Run 1, met3 routing:
The bar under the picture is 20 microns long.
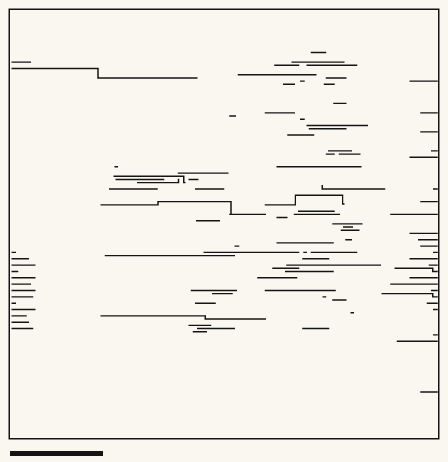
Run 1, cell placement:
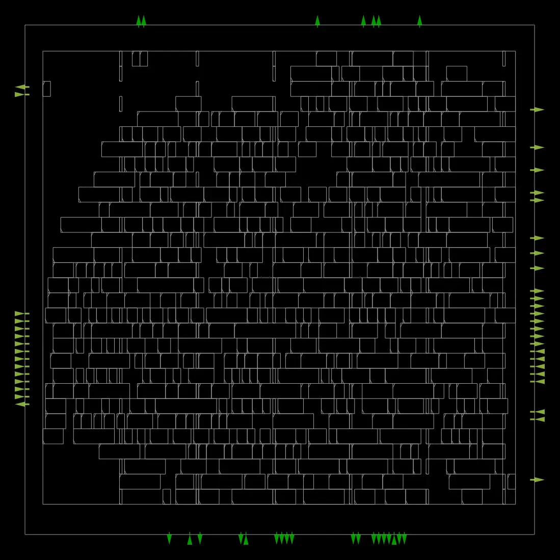
Run 1, drive-strength map:
The bar under the picture is 20 microns long.
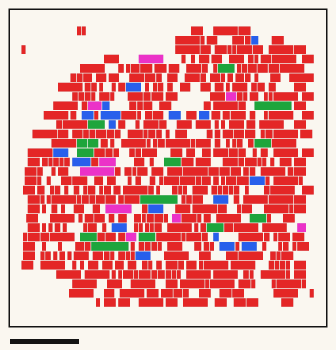
===== src/rtl/picaso_reduce_seq.sv =====
// picaso_reduce_seq: sequences a multi-level binary-tree fold-and-accumulate
// reduction over a PiCaSO block array by driving its broadcast control bus.
// Each tree level takes one CONF cycle and then width+DATAPATH_LAT STREAM cycles.
//
// Ports
//   clk, reset            clock, synchronous active-high reset
//   start, levels, width, srcAddr   run request and its operands (sampled in IDLE)
//   abort                 terminates a run in CONF/STREAM
//   busy, done, err       status: not idle / normal completion pulse / rejected start pulse
//   netLevel, netConfLoad, netCaptureEn          fold network control
//   aluConf, aluConfLoad, aluEn, aluReset        ALU control
//   opmuxConf, opmuxConfLoad, opmuxEn            operand mux control
//   saveAluOut, addrA, addrB                     register-file read/write control
// All outputs are registered.
module picaso_reduce_seq #(
  parameter int unsigned MAX_NET_LEVEL      = 3,
  parameter int unsigned NET_LEVEL_WIDTH    = 2,
  parameter int unsigned REGFILE_ADDR_WIDTH = 10,
  parameter int unsigned CNT_WIDTH          = 6,
  parameter int unsigned DATAPATH_LAT       = 2,
  parameter int unsigned ALU_OP_WIDTH       = 4,
  parameter logic [ALU_OP_WIDTH-1:0] ALU_ADD_CONF = 4'd1,
  parameter int unsigned OPMUX_CONF_WIDTH   = 4,
  parameter logic [OPMUX_CONF_WIDTH-1:0] OPMUX_FOLD_CONF = 4'd2
) (
  input  logic                          clk,
  input  logic                          reset,
  input  logic                          start,
  input  logic [NET_LEVEL_WIDTH:0]      levels,
  input  logic [CNT_WIDTH-1:0]          width,
  input  logic [REGFILE_ADDR_WIDTH-1:0] srcAddr,
  input  logic                          abort,
  output logic                          busy,
  output logic                          done,
  output logic                          err,
  output logic [NET_LEVEL_WIDTH-1:0]    netLevel,
  output logic                          netConfLoad,
  output logic                          netCaptureEn,
  output logic [ALU_OP_WIDTH-1:0]       aluConf,
  output logic                          aluConfLoad,
  output logic                          aluEn,
  output logic                          aluReset,
  output logic [OPMUX_CONF_WIDTH-1:0]   opmuxConf,
  output logic                          opmuxConfLoad,
  output logic                          opmuxEn,
  output logic                          saveAluOut,
  output logic [REGFILE_ADDR_WIDTH-1:0] addrA,
  output logic [REGFILE_ADDR_WIDTH-1:0] addrB
);

  localparam int unsigned LVL_W = NET_LEVEL_WIDTH + 1;
  localparam int unsigned RW    = REGFILE_ADDR_WIDTH;
  // Stream counter must reach width_max + DATAPATH_LAT - 1.
  localparam int unsigned K_W   = $clog2((2 ** CNT_WIDTH) + DATAPATH_LAT);

  typedef enum logic [1:0] {
    IDLE   = 2'd0,
    CONF   = 2'd1,
    STREAM = 2'd2,
    DONE   = 2'd3
  } stateT;

  stateT                state;
  logic [LVL_W-1:0]     lvl;
  logic [K_W-1:0]       kCnt;
  logic [LVL_W-1:0]     levelsQ;
  logic [CNT_WIDTH-1:0] widthQ;
  logic [RW-1:0]        srcQ;

  // Request validation for a start seen in IDLE.
  logic startBad;
  assign startBad = (levels == '0) || (levels > LVL_W'(MAX_NET_LEVEL)) || (width == '0);

  // Stream-address view of the following k (outputs are registered one cycle ahead).
  logic [K_W-1:0] kInc;
  logic [K_W-1:0] lastK;
  logic [K_W-1:0] widthM1;
  logic [K_W-1:0] kClamp;
  logic           nextSave;
  logic [RW-1:0]  nextAddrA;
  logic [RW-1:0]  nextAddrB;

  assign kInc      = kCnt + K_W'(1);
  assign widthM1   = K_W'(widthQ) - K_W'(1);
  assign lastK     = K_W'(widthQ) + K_W'(DATAPATH_LAT - 1);
  // addrA stops advancing once the last operand bit has been presented.
  assign kClamp    = (kInc > widthM1) ? widthM1 : kInc;
  assign nextSave  = (kInc >= K_W'(DATAPATH_LAT));
  assign nextAddrA = srcQ + RW'(kClamp);
  // Write-back trails the read address by the datapath latency.
  assign nextAddrB = nextSave ? (srcQ + RW'(kInc - K_W'(DATAPATH_LAT))) : srcQ;

  // State machine with registered control outputs computed for the next state.
  always_ff @(posedge clk) begin
    if (reset) begin
      state         <= IDLE;
      lvl           <= '0;
      kCnt          <= '0;
      levelsQ       <= '0;
      widthQ        <= '0;
      srcQ          <= '0;
      busy          <= 1'b0;
      done          <= 1'b0;
      err           <= 1'b0;
      netLevel      <= '0;
      netConfLoad   <= 1'b0;
      netCaptureEn  <= 1'b0;
      aluConf       <= '0;
      aluConfLoad   <= 1'b0;
      aluEn         <= 1'b0;
      aluReset      <= 1'b0;
      opmuxConf     <= '0;
      opmuxConfLoad <= 1'b0;
      opmuxEn       <= 1'b0;
      saveAluOut    <= 1'b0;
      addrA         <= '0;
      addrB         <= '0;
    end else begin
      // Every control output idles low unless the branch below drives it.
      busy          <= 1'b0;
      done          <= 1'b0;
      err           <= 1'b0;
      netLevel      <= '0;
      netConfLoad   <= 1'b0;
      netCaptureEn  <= 1'b0;
      aluConf       <= '0;
      aluConfLoad   <= 1'b0;
      aluEn         <= 1'b0;
      aluReset      <= 1'b0;
      opmuxConf     <= '0;
      opmuxConfLoad <= 1'b0;
      opmuxEn       <= 1'b0;
      saveAluOut    <= 1'b0;
      addrA         <= '0;
      addrB         <= '0;

      case (state)
        IDLE: begin
          // abort is ignored here, so start+abort still launches a run.
          if (start) begin
            if (startBad) begin
              err <= 1'b1;
            end else begin
              levelsQ       <= levels;
              widthQ        <= width;
              srcQ          <= srcAddr;
              lvl           <= '0;
              state         <= CONF;
              busy          <= 1'b1;
              netConfLoad   <= 1'b1;
              aluConfLoad   <= 1'b1;
              aluConf       <= ALU_ADD_CONF;
              aluReset      <= 1'b1;
              opmuxConfLoad <= 1'b1;
              opmuxConf     <= OPMUX_FOLD_CONF;
            end
          end
        end

        CONF: begin
          if (abort) begin
            state <= IDLE;
          end else begin
            // First stream cycle: k=0 reads and nominally writes at the base address.
            state        <= STREAM;
            kCnt         <= '0;
            busy         <= 1'b1;
            netLevel     <= NET_LEVEL_WIDTH'(lvl);
            netCaptureEn <= 1'b1;
            opmuxEn      <= 1'b1;
            aluEn        <= 1'b1;
            // Configuration words stay presented while their enables are active.
            aluConf      <= ALU_ADD_CONF;
            opmuxConf    <= OPMUX_FOLD_CONF;
            addrA        <= srcQ;
            addrB        <= srcQ;
          end
        end

        STREAM: begin
          if (abort) begin
            state <= IDLE;
          end else if (kCnt == lastK) begin
            busy <= 1'b1;
            if (lvl == (levelsQ - LVL_W'(1))) begin
              state <= DONE;
              done  <= 1'b1;
            end else begin
              lvl           <= lvl + LVL_W'(1);
              state         <= CONF;
              netLevel      <= NET_LEVEL_WIDTH'(lvl + LVL_W'(1));
              netConfLoad   <= 1'b1;
              aluConfLoad   <= 1'b1;
              aluConf       <= ALU_ADD_CONF;
              aluReset      <= 1'b1;
              opmuxConfLoad <= 1'b1;
              opmuxConf     <= OPMUX_FOLD_CONF;
            end
          end else begin
            kCnt         <= kInc;
            busy         <= 1'b1;
            netLevel     <= NET_LEVEL_WIDTH'(lvl);
            netCaptureEn <= 1'b1;
            opmuxEn      <= 1'b1;
            aluEn        <= 1'b1;
            aluConf      <= ALU_ADD_CONF;
            opmuxConf    <= OPMUX_FOLD_CONF;
            saveAluOut   <= nextSave;
            addrA        <= nextAddrA;
            addrB        <= nextAddrB;
          end
        end

        DONE: begin
          state <= IDLE;
        end

        default: begin
          state <= IDLE;
        end
      endcase
    end
  end

endmodule


===== config.mk =====
export PLATFORM = sky130hd
export DESIGN_NAME = picaso_reduce_seq
export DESIGN_NICKNAME = d
export VERILOG_FILES = /design/src/rtl/picaso_reduce_seq.sv
export SDC_FILE = /design/constraint.sdc
export NUM_CORES = 1
export LEC_CHECK = 0
export CAP_MARGIN = 20
export CORE_MARGIN = 3
export CORE_UTILIZATION = 55
export CTS_BUF_LIST = sky130_fd_sc_hd__clkbuf_4 sky130_fd_sc_hd__clkbuf_8 sky130_fd_sc_hd__clkbuf_16
export DETAILED_ROUTE_END_ITERATION = 10
export PLACE_DENSITY = 0.88
export SYNTH_ARGS = -nofsm -noshare
export SYNTH_HDL_FRONTEND = slang
export SYNTH_SLANG_ARGS = --single-unit

===== constraint.sdc =====
create_clock -name clk -period 9.27 [get_ports clk]
set_clock_uncertainty 0.05 [all_clocks]
set_input_delay 1.3905 -clock clk [delete_from_list [all_inputs] [get_ports clk]]
set_output_delay 1.3905 -clock clk [all_outputs]
set_load 0.1 [all_outputs]

==> flow_metrics.py, run 1 <==
# Flow results
metrics = {
    "cells_and_area": {
        "combGateArea_sq_um": 2530,
        "regArea_sq_um": 1200,
    },
    "setup_path": {
        "crit_path_max_incr_delay_ns": 0.54,
        "cp_cell_sequence": "ha_1 -> nor2b_1 -> nor2_1 -> inv_1 -> ha_1 -> o21a_1 -> o21ai_0 -> nand2b_1 -> a41o_1 -> o22ai_4 -> mux2i_1 -> ha_1 -> a21o_1 -> a211oi_1 -> nor2_1 -> o41ai_1 -> o21ai_1 -> a311oi_1",
        "crit_type": "reg -> reg",
    },
    "logic_synthesis": {
        "yosysTopAreaCell": "dfxtp_1",
        "ys.flops": 60,
        "synth.distinct_cells": 67,
        "yosysTopAreaCellShare_pct": 29.7,
        "top_cell": "nand2_1",
        "syn_inst": 486,
    },
    "global_route": {
        "grt_max_degree": 39,
        "first_global_vias": 3484,
    },
    "power": {
        "ir_drop_v": 0.000123,
        "p_sw_uw": 229,
        "power_frac_clock_pct": 40.5,
    },
    "timing": {
        "drv_slew": 0,
        "slew_headroom_pct": 34.2,
    },
    "cts": {
        "clk_latency_ns": 0.35,
        "root_buffer": "clkbuf_8",
        "postCtsSetupBuffers": 0,
    },
    "floorplan": {
        "die_x_microns": 91.7,
        "ios": 64,
    },
    "job": {
        "maxCapViolations": 0,
    },
    "status": {
        "outcome": "complete, no violations",
    },
}
-- 'met3 routing' (at the start) --
- share of all routed wire: 6.9%
- wire length on this layer: 707 microns
- main direction: horizontal
- longest straight run: 27.6 microns
Post-Route WL: 10300 microns
DR vias: 3672
met3 usage: 6.89%

-- 'cell placement' (at the start) --
fraction of area in registers: 25.2%
Tapcells: 96

-- 'drive-strength map' (at the start) --
- blue: x2 (cells 18; share 3.4%)
- green: x6 and larger (cells 14; share 2.7%)
- magenta: x3 and x4 (cells 9; share 1.7%)
- red: x1 and smaller (cells 487; share 92%)
area grow syn2layout: 17.8%
bufs w/o clock: 59
Final WS setup: 4.63 ns
design area: 4760 sq um

run 1: layout make-up:
type	count	area share, %
Clock inverter	7	2.55
Inverter	20	1.58
Multi-Input combinational cell	373	53.2
Clock buffer	9	2.60
Sequential cell	60	25.2
Tap cell	96	2.52
Timing Repair Buffer	59	12.3
run 1: path summary, 6_finish.rpt:
kind              depth (start not counted)               startpoint                 endpoint  slack [ns]
setup / recovery                         18     kCnt[0]$_SDFFE_PP0P_      addrA[9]$_SDFF_PP0_        4.63
hold / removal                            2  levelsQ[1]$_SDFFE_PP0P_  levelsQ[1]$_SDFFE_PP0P_        0.41
setup reg to reg                         18     kCnt[0]$_SDFFE_PP0P_      addrA[9]$_SDFF_PP0_        4.63
hold reg to reg                           2  levelsQ[1]$_SDFFE_PP0P_  levelsQ[1]$_SDFFE_PP0P_        0.41
## Run 2: what changed since run 1
==> constraint.sdc (replaced) <==
create_clock -name clk -period 4.7 [get_ports clk]
set_clock_uncertainty 0.05 [all_clocks]
set_input_delay 0.705 -clock clk [delete_from_list [all_inputs] [get_ports clk]]
set_output_delay 0.705 -clock clk [all_outputs]
set_load 0.1 [all_outputs]
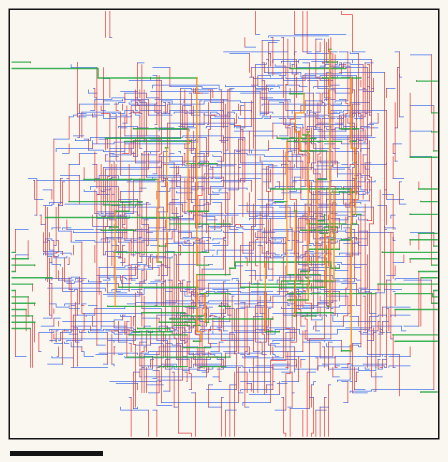
Run 2: signal wires by layer
The bar under the picture is 20 microns long.
- orange: M4 (wire length 424 microns)
- red: M2 (wire length 4990 microns)
- blue: M1 (wire length 4110 microns)
- green: M3 (wire length 793 microns)
All-Layer GR Usage: 25.4%
drt wl/cell: 16.4 microns
Post-Route WL: 10300 microns

==> run 2 against run 1 <==
Routed wire length up 0.58%. Maximum frequency increased by 6.7%. Sequential share of layout area is 0.15 points higher. First-iteration DRC count rose by 1.2%. Cell area decreased by 0.39%. Non-clock buffer count up 4. Worst hold slack lost 0.0020 ns. Sequential cell count unchanged. Sequential power grew 97%. Combinational power rose by 97%. Synthesized cell count unchanged. Critical path depth unchanged. Critical path type unchanged. Critical endpoint unchanged.
==> flow_metrics.py, run 2 <==
# Flow results
metrics = {
    "cells_and_area": {
        "fin_area_sq_um": 4740,
        "regArea_sq_um": 1200,
    },
    "timing": {
        "drv_slew": 0,
        "fin_ws_ns": 0.350,
    },
    "setup_path": {
        "r2r_setup_slack_ns": 0.35,
        "cp-endpoint": "addrA[9]$_SDFF_PP0_",
        "cp_cell_sequence": "inv_1 -> ha_2 -> inv_1 -> ha_1 -> nor2b_1 -> o21a_1 -> o21ai_0 -> nand2b_1 -> a41o_1 -> o22ai_4 -> mux2i_1 -> ha_1 -> a21o_1 -> a211oi_1 -> nor2_1 -> o41ai_2 -> o21ai_1 -> a311oi_1",
        "crit_type": "reg -> reg",
        "r2r-end": "addrA[9]$_SDFF_PP0_",
        "cp.depth": 18,
        "rr_startpoint": "kCnt[1]$_SDFFE_PP0P_",
    },
    "global_route": {
        "first_global_vias": 3549,
        "grt_max_degree": 39,
    },
    "cts": {
        "postCtsSetupBuffers": 0,
    },
    "power": {
        "power_frac_clock_pct": 32.9,
        "ir_drop_v": 0.000145,
    },
    "logic_synthesis": {
        "yosysTopAreaCell": "dfxtp_1",
        "ys.flops": 60,
    },
    "job": {
        "maxCapViolations": 0,
    },
    "status": {
        "outcome": "complete, no violations",
    },
    "route": {
        "dr_total_vias": 3681,
    },
    "min_path": {
        "min_from": "levelsQ[1]$_SDFFE_PP0P_",
    },
}
run 2: cell counts after synthesis:
No cell type changed its count.
run 2: cell type report:
class                      count  area share (%)
timing repair buffer          63            13.0
sequential                    60            25.4
multi-input combinational    373            53.8
clock buffer                  10            2.90
inverter                      20            1.58
clock inverter                 6           0.844
tap                           96            2.53
run 2: layer usage:
| metal | global-route usage, % | wire length, microns | vias to the layer above |
|---|---|---|---|
| met4 | 13.5 | 423 | 0 |
| met1 | 29.4 | 4110 | 1698 |
| li1 | - | - | 1765 |
| met5 | 0 | 0 | - |
| met3 | 5.50 | 793 | 39 |
| met2 | 43.6 | 4990 | 179 |
Power is estimated from default activity; no workload was simulated.
